[config.mk]
export PLATFORM = sky130hd
export DESIGN_NAME = mbus_timer_flat
export DESIGN_NICKNAME = d
export VERILOG_FILES = /design/src/rtl/mbus_timer_pkg.sv /design/src/rtl/mbus_timer_if.sv /design/src/rtl/mbus_timer_presc.sv /design/src/rtl/mbus_timer.sv /design/src/flat_wrapper.sv
export SDC_FILE = /design/constraint.sdc
export NUM_CORES = 1
export LEC_CHECK = 0
export CORE_MARGIN = 2
export CORE_UTILIZATION = 45
export DETAILED_ROUTE_END_ITERATION = 6
export GPL_ROUTABILITY_DRIVEN = 0
export PLACE_DENSITY = 0.7
export SYNTH_ARGS = -nofsm -noshare
export SYNTH_HDL_FRONTEND = slang
export SYNTH_SLANG_ARGS = --single-unit
[constraint.sdc]
create_clock -name clk -period 4.03 [get_ports clk]
set_input_delay 1.0075 -clock clk [delete_from_list [all_inputs] [get_ports clk]]
set_output_delay 1.0075 -clock clk [all_outputs]
set_load 0.005 [all_outputs]
[src/rtl/mbus_timer_pkg.sv]
// Shared register map and bit positions for the memory-mapped countdown timer.
// The same offsets and bit indices are mirrored in the firmware headers.
package mbus_timer_pkg;

    typedef enum logic [2:0] {
        TMR_CNTR  = 3'd0,
        TMR_RLD   = 3'd1,
        TMR_CTRL  = 3'd2,
        TMR_STAT  = 3'd3,
        TMR_PRESC = 3'd4
    } tmr_reg_e;

    localparam int TMR_RUN = 0;
    localparam int TMR_IE  = 1;
    localparam int TMR_AR  = 2;
    localparam int TMR_OVF = 0;

    localparam int PRESC_W = 16;

    // Field order puts run in bit 0 so the struct can be read back as-is.
    typedef struct packed {
        logic ar;
        logic ie;
        logic run;
    } tmr_ctrl_t;

endpackage

[src/rtl/mbus_timer_if.sv]
// CPU memory-bus connection for the timer: the CPU is master, the timer is slave.
interface mbus_timer_if #(
    parameter int WIDTH     = 32,
    parameter int ADDR_SIZE = 32
);
    logic [ADDR_SIZE-1:0] mbus_ain;
    logic [WIDTH-1:0]     mbus_din;
    logic                 mbus_wen;
    logic [WIDTH-1:0]     mbus_dout;
    logic                 cs;
    logic                 irq;

    modport master (
        output mbus_ain, mbus_din, mbus_wen,
        input  mbus_dout, cs, irq
    );

    modport slave (
        input  mbus_ain, mbus_din, mbus_wen,
        output mbus_dout, cs, irq
    );
endinterface

[src/rtl/mbus_timer_presc.sv]
// Prescaler: counts 0..limit while running and pulses tick on the terminal count.
// Stopping holds the count; clr restarts the count from zero.
module tmr_presc
    import mbus_timer_pkg::*;
(
    input  logic               clk,
    input  logic               reset,
    input  logic               i_run,
    input  logic [PRESC_W-1:0] i_limit,
    input  logic               i_clr,
    output logic               o_tick
);

    logic [PRESC_W-1:0] r_pcnt;

    assign o_tick = i_run && (r_pcnt == i_limit);

    always_ff @(posedge clk or posedge reset) begin
        if (reset) begin
            r_pcnt <= '0;
        end else if (i_clr || o_tick) begin
            r_pcnt <= '0;
        end else if (i_run) begin
            r_pcnt <= r_pcnt + 1'b1;
        end
    end

endmodule

[src/rtl/mbus_timer.sv]
// Memory-mapped countdown timer: address decode, register file, prescaled down-counter
// with underflow interrupt, and a read mux that drives zero when not selected.
module mbus_timer
    import mbus_timer_pkg::*;
#(
    parameter int                   WIDTH     = 32,
    parameter int                   ADDR_SIZE = 32,
    parameter logic [ADDR_SIZE-1:0] BASE      = 32'hFFFF_FF40
) (
    input  logic        clk,
    input  logic        reset,
    mbus_timer_if.slave bus
);

    logic [WIDTH-1:0]   r_cntr;
    logic [WIDTH-1:0]   r_rld;
    tmr_ctrl_t          r_ctrl;
    logic               r_ovf;
    logic [PRESC_W-1:0] r_presc;

    logic               w_cs;
    logic               w_wr;
    tmr_reg_e           w_off;
    logic               w_wrCntr;
    logic               w_wrRld;
    logic               w_wrCtrl;
    logic               w_wrStat;
    logic               w_wrPresc;
    logic               w_tick;
    logic               w_zero;
    logic               w_under;
    logic               w_prescClr;
    logic [WIDTH-1:0]   w_rdata;

    assign w_cs      = (bus.mbus_ain[ADDR_SIZE-1:3] == BASE[ADDR_SIZE-1:3]);
    assign w_wr      = bus.mbus_wen && w_cs;
    assign w_off     = tmr_reg_e'(bus.mbus_ain[2:0]);
    assign w_wrCntr  = w_wr && (w_off == TMR_CNTR);
    assign w_wrRld   = w_wr && (w_off == TMR_RLD);
    assign w_wrCtrl  = w_wr && (w_off == TMR_CTRL);
    assign w_wrStat  = w_wr && (w_off == TMR_STAT);
    assign w_wrPresc = w_wr && (w_off == TMR_PRESC);

    // Restarting the timer or changing the limit always begins a fresh prescale period.
    assign w_prescClr = w_wrPresc ||
                        (w_wrCtrl && bus.mbus_din[TMR_RUN] && !r_ctrl.run);

    tmr_presc u_presc (
        .clk     (clk),
        .reset   (reset),
        .i_run   (r_ctrl.run),
        .i_limit (r_presc),
        .i_clr   (w_prescClr),
        .o_tick  (w_tick)
    );

    assign w_zero  = (r_cntr == '0);
    assign w_under = w_tick && w_zero;

    // CPU writes take priority over counter updates, except that an underflow always sets ovf.
    always_ff @(posedge clk or posedge reset) begin
        if (reset) begin
            r_cntr  <= '0;
            r_rld   <= '0;
            r_ctrl  <= '0;
            r_ovf   <= 1'b0;
            r_presc <= '0;
        end else begin
            if (w_wrCntr) begin
                r_cntr <= bus.mbus_din;
            end else if (w_tick) begin
                if (!w_zero) begin
                    r_cntr <= r_cntr - 1'b1;
                end else if (r_ctrl.ar) begin
                    r_cntr <= r_rld;
                end
            end

            if (w_wrRld) begin
                r_rld <= bus.mbus_din;
            end

            if (w_wrCtrl) begin
                r_ctrl.run <= bus.mbus_din[TMR_RUN];
                r_ctrl.ie  <= bus.mbus_din[TMR_IE];
                r_ctrl.ar  <= bus.mbus_din[TMR_AR];
            end else if (w_under && !r_ctrl.ar) begin
                r_ctrl.run <= 1'b0;
            end

            if (w_under) begin
                r_ovf <= 1'b1;
            end else if (w_wrStat && bus.mbus_din[TMR_OVF]) begin
                r_ovf <= 1'b0;
            end

            if (w_wrPresc) begin
                r_presc <= bus.mbus_din[PRESC_W-1:0];
            end
        end
    end

    always_comb begin
        w_rdata = '0;
        case (w_off)
            TMR_CNTR:  w_rdata = r_cntr;
            TMR_RLD:   w_rdata = r_rld;
            TMR_CTRL:  w_rdata = {{(WIDTH-3){1'b0}}, r_ctrl};
            TMR_STAT:  w_rdata = {{(WIDTH-1){1'b0}}, r_ovf};
            TMR_PRESC: w_rdata = {{(WIDTH-PRESC_W){1'b0}}, r_presc};
            default:   w_rdata = '0;
        endcase
    end

    assign bus.mbus_dout = w_cs ? w_rdata : '0;
    assign bus.cs        = w_cs;
    assign bus.irq       = r_ovf && r_ctrl.ie;

endmodule

[src/flat_wrapper.sv]
// flat-port wrapper written by rule: the top's interface ports become plain ports
module mbus_timer_flat import mbus_timer_pkg::*;
#(
    parameter int                   WIDTH     = 32,
    parameter int                   ADDR_SIZE = 32,
    parameter logic [ADDR_SIZE-1:0] BASE      = 32'hFFFF_FF40
)
  (clk, reset, bus_mbus_ain, bus_mbus_din, bus_mbus_wen, bus_mbus_dout, bus_cs, bus_irq);
  mbus_timer_if #(.WIDTH(WIDTH), .ADDR_SIZE(ADDR_SIZE)) bus_i ();
  input  logic clk;
  input  logic reset;
  input wire logic [$bits(bus_i.mbus_ain)-1:0] bus_mbus_ain;
  input wire logic [$bits(bus_i.mbus_din)-1:0] bus_mbus_din;
  input wire logic [$bits(bus_i.mbus_wen)-1:0] bus_mbus_wen;
  output wire logic [$bits(bus_i.mbus_dout)-1:0] bus_mbus_dout;
  output wire logic [$bits(bus_i.cs)-1:0] bus_cs;
  output wire logic [$bits(bus_i.irq)-1:0] bus_irq;
  assign bus_i.mbus_ain = bus_mbus_ain;
  assign bus_i.mbus_din = bus_mbus_din;
  assign bus_i.mbus_wen = bus_mbus_wen;
  assign bus_mbus_dout = bus_i.mbus_dout;
  assign bus_cs = bus_i.cs;
  assign bus_irq = bus_i.irq;
  mbus_timer #(.WIDTH(WIDTH), .ADDR_SIZE(ADDR_SIZE), .BASE(BASE)) u_core (.clk(clk), .reset(reset), .bus(bus_i));
endmodule
run_1/clock_map.png
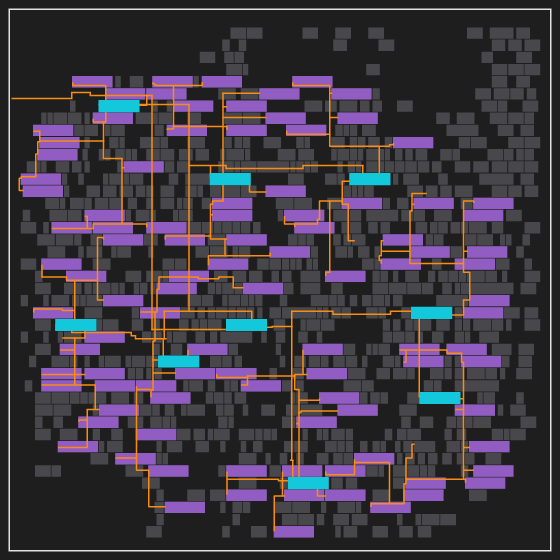
[flip-flops] purple | count: 100
[clock wires] orange | length: 1300 µm
[cells driving clock nets] cyan | count: 9
flops lie: widely spread
routed clock nets: 10
P_clk: 0.842 mW
clock skew: 0.01093 ns
clk_lat worst skew: 0.36 ns

run_1/final_congestion.png
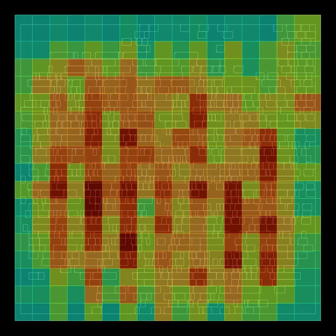
met1 usage: 35.57%
final cell utilization of the core: 58.77%
met3 usage: 5.896%
GR Layer Usage met2: 42.48%
WL per Instance: 19.58 µm

run_1/registers.png
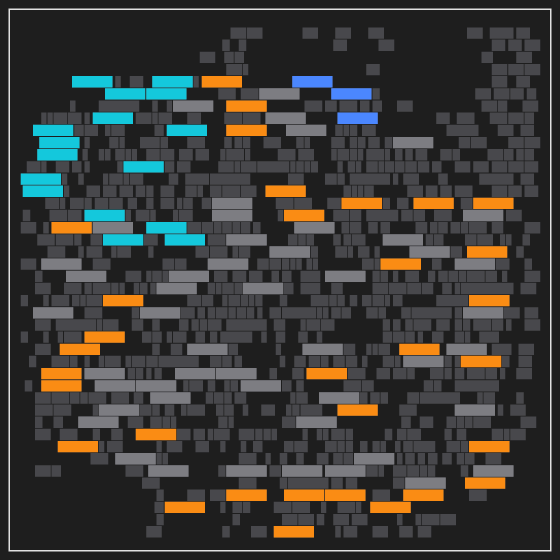
| name in the netlist | colour | placed flops |
|---|---|---|
| u_core.r_ctrl | blue | 3 |
| u_core.u_presc.r_pcnt | cyan | 16 |
| u_core.r_rld | orange | 32 |
sequential group power: 1.00 mW
FF/Latch Area: 2502 µm²

run_1/port_nets.png
Scale bar: 20 µm.
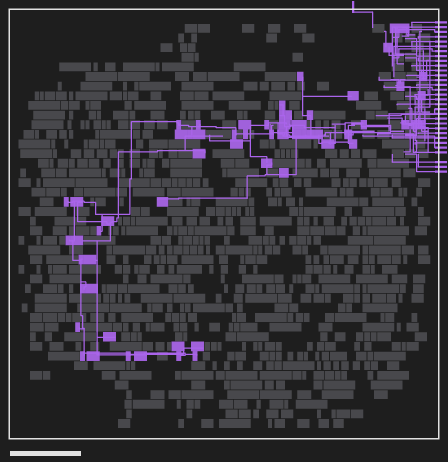
| port | colour | bits | direction | edge | end cells | wire |
|---|---|---|---|---|---|---|
| bus_mbus_ain | purple | 32 | input | 31 right, 1 top | 62 | 1270 µm |

==> ci_impl_report.md, run 1 <==
## Implementation flow summary

| Metric | Value |
|---|---|
| Status | `finished clean` |
| Yosys reg bits | `100` |
| Maximum vdd drop | `332.8 µV` |
| Final ANT Viol Nets | `0` |
| Synth cell types | `52` |
| Nets | `854` |
| Most frequent cells in the layout | `dfrtp_1, nor2_1, clkdlybuf4s50_1` |
| Setup TNS Final | `0 ns` |
| Crit path depth | `10` |
| Critical path class | `in2out` |
| Most common cell after layout, fill and taps aside | `dfrtp_1` |
| Inst Count DP | `937` |
| Comb area share | `44.58%` |
| Final Non-Filler Cells | `965` |
| Met2 wire len | `8.807 mm` |
| Regs by FF count | `u_core.r_cntr: 32 flops, u_core.r_rld: 32 flops` |
| Vias per cell | `6.097` |
| Yosys Warn Count | `0` |
| Clk pwr share | `a little over two fifths` |
| Post-synth seq share | `40.78%` |
| Die y size | `120.8 µm` |
| Worst min-delay path class | `reg2reg` |
| Yosys Instances | `682` |
| Tool Warnings | `28` |
| Total gr overflow | `0` |
| CP Capture Type | `output port` |
| GRT Total Usage | `26.68%` |
| Final hold vios | `0` |
| Internal power | `1.526 mW` |
| Req. time, crit path | `between 3 and 4 ns` |
| Largest net degree at the start of global routing | `86` |
| Logic area | `3483 µm²` |
| Max clock buf depth | `2` |
| Synth area leader | `dfrtp_1` |
| Top power group | `registers` |
| RR Startpoint | `u_core.r_cntr[15]` |
| Worst EP arrival | `2.95 ns` |
| Leading cell kind | `logic gates` |
| # Post-CTS Setup Buffers | `10` |
| Logic Gate Count | `527` |
| Via Count | `5884` |
| # rows | `42` |
| Met3 routed WL | `roughly 1.6 mm` |
| First-pass GRT wire length | `30.44 mm` |
| Nonclk buf count | `135` |
| DIE AREA | `14590 µm²` |
| Post-Route WL | `18.89 mm` |
| Placed cell area | `7378 µm²` |
| Post-CTS Resized | `93` |
| Fin crit period | `3.953 ns` |
| CP max FO | `4` |
| Syn Inst Count | `682` |
| Mux area share | `11.77%` |
| Comb pwr share | `6.9%` |
| R2r endpoint | `u_core.r_cntr[27]` |
| Met1 wire length | `7.995 mm` |
| CP startpoint kind | `input pin` |
| # diodes | `0` |
| Clock-pin slew on the worst setup and hold paths | `0.07 ns` |
| Post-synth ARST share | `100.0%` |
| Total power | `1.982 mW` |
| Most crowded layer after global routing | `met2` |
| Most frequent cell after synthesis | `dfrtp_1` |
| Clock Sink Count | `100` |
| Switching portion of total power | `a little under a quarter` |
| Pre-CTS WS | `-0.5604 ns` |
| Post-synthesis cell area | `6136 µm²` |
| Adder-Cell Fraction of Synth Area | `0.6117%` |
| Dominant flop cell | `dfrtp_1` |
| Nonclk inv count | `11` |
| Max-cap violations | `0` |
| Area growth syn-to-layout | `27.34%` |
| Synth Net Count | `752` |
| Critical Path Start | `bus_mbus_ain[20]` |
| Share of layout cells above drive strength 1 | `between 15 and 20%` |
| Top cells by area | `dfrtp_1, mux2_2, nor2_1, xor2_1, a21oi_1` |
| Antenna violations before repair | `0` |
| Seq/total area | `between 30% and 40%` |
| Reg power frac | `approximately 51%` |
| Worst relative slew slack | `28.34%` |
==> run 1 -> run 2 <==
--- a/config.mk
+++ b/config.mk
@@ -9,6 +9,7 @@
 export CORE_UTILIZATION = 45
 export DETAILED_ROUTE_END_ITERATION = 6
 export GPL_ROUTABILITY_DRIVEN = 0
+export HOLD_SLACK_MARGIN = 0.06
 export PLACE_DENSITY = 0.7
 export SYNTH_ARGS = -nofsm -noshare
 export SYNTH_HDL_FRONTEND = slang
run_2/final_congestion.png
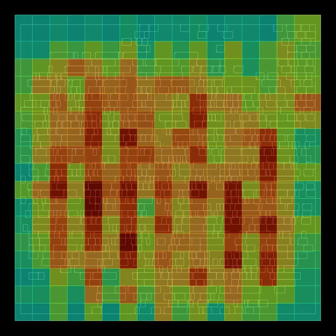
most crowded layer after global routing: met2
GRT Total Usage: 26.68%

==> ci_impl_report.md, run 2 <==
## Implementation flow summary

| Metric | Value |
|---|---|
| Status | `finished clean` |
| Post-CTS Resized | `93` |
| Final hold vios | `0` |
| Maximum vdd drop | `about 330 µV` |
| Leading cell kind | `logic gates` |
| Seq/total area | `32.03%` |
| Max clock buf depth | `2` |
| CP max FO | `4` |
| Most common cell after layout, fill and taps aside | `dfrtp_1` |
| P_clk | `0.842 mW` |
| Tool Warnings | `28` |
| Filler instances | `about 1.2k` |
| Met3 usage | `between 5 and 6%` |
| # rows | `42` |
| Internal power | `1.526 mW` |
| RR Startpoint | `u_core.r_cntr[15]` |
| Inst Count DP | `937` |
| Clk pwr share | `42.5%` |
| Adder-Cell Fraction of Synth Area | `0.6117%` |
| Share of layout cells above drive strength 1 | `18.00%` |
| GR Layer Usage met2 | `between 40% and 50%` |
| # Post-CTS Setup Buffers | `10` |
| Worst relative slew slack | `28.34%` |
| Worst EP arrival | `2.95 ns` |
| Clock Sink Count | `approximately 100` |
| DRC Markers | `0` |
| Comb area share | `44.58%` |
| Fin crit period | `3.953 ns` |
| CP Capture Type | `output port` |
| Synth area leader | `dfrtp_1` |
| Clock-pin slew on the worst setup and hold paths | `around 0.07 ns` |
| Final cell utilization of the core | `58.77%` |
| First-pass GRT wire length | `30.44 mm` |
| Yosys Warn Count | `0` |
| Met1 wire length | `7.995 mm` |
| FF/Latch Area | `2502 µm²` |
| Sequential group power | `1.00 mW` |
| Synth Net Count | `752` |
| Area growth syn-to-layout | `27.34%` |
| Total gr overflow | `0` |
| Met1 usage | `between 30% and 40%` |
| Pre-CTS WS | `-0.5604 ns` |
| Post-synth ARST share | `100.0%` |
| Clock skew | `0.01093 ns` |
| WL per Instance | `19.58 µm` |
| Met3 routed WL | `1.589 mm` |
| Final Non-Filler Cells | `just under 1k` |
| Post-synth seq share | `40.78%` |
| Yosys Instances | `682` |
| Reg power frac | `50.6%` |
| Most frequent cells in the layout | `dfrtp_1, nor2_1, clkdlybuf4s50_1` |
| Final ANT Viol Nets | `0` |
| Top cells by area | `dfrtp_1, mux2_2, nor2_1, xor2_1, a21oi_1` |
| Switching portion of total power | `23.02%` |
| Comb pwr share | `under 10%` |
| Critical path class | `in2out` |
| Yosys reg bits | `roughly 100` |
| Total power | `1.982 mW` |
| Largest net degree at the start of global routing | `86` |
| Top power group | `registers` |
| Regs by FF count | `u_core.r_cntr: 32 flops, u_core.r_rld: 32 flops` |
| Critical Path Start | `bus_mbus_ain[20]` |
| Die y size | `about 120 µm` |
| Crit path depth | `10` |
| Max-cap violations | `0` |
| Dominant flop cell | `dfrtp_1` |
| Logic Gate Count | `527` |
| # diodes | `0` |
| Synth cell types | `52` |
| Nets | `854` |
| Mux area share | `11.77%` |
| Post-synthesis cell area | `roughly 6000 µm²` |
| Vias per cell | `slightly above 6` |
| Syn Inst Count | `682` |
| Antenna violations before repair | `0` |
| Logic area | `around 3500 µm²` |
run_2/met1.png
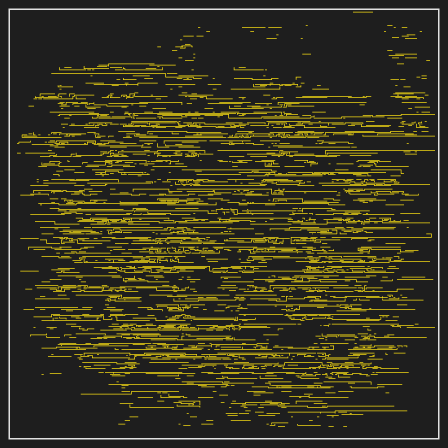
longest straight run: 33.6 µm
share of all routed wire: 42%
main direction: horizontal
Via Count: 5884
Post-Route WL: 18.89 mm

Power figures rest on the tool's default switching activity, not on a simulated workload.
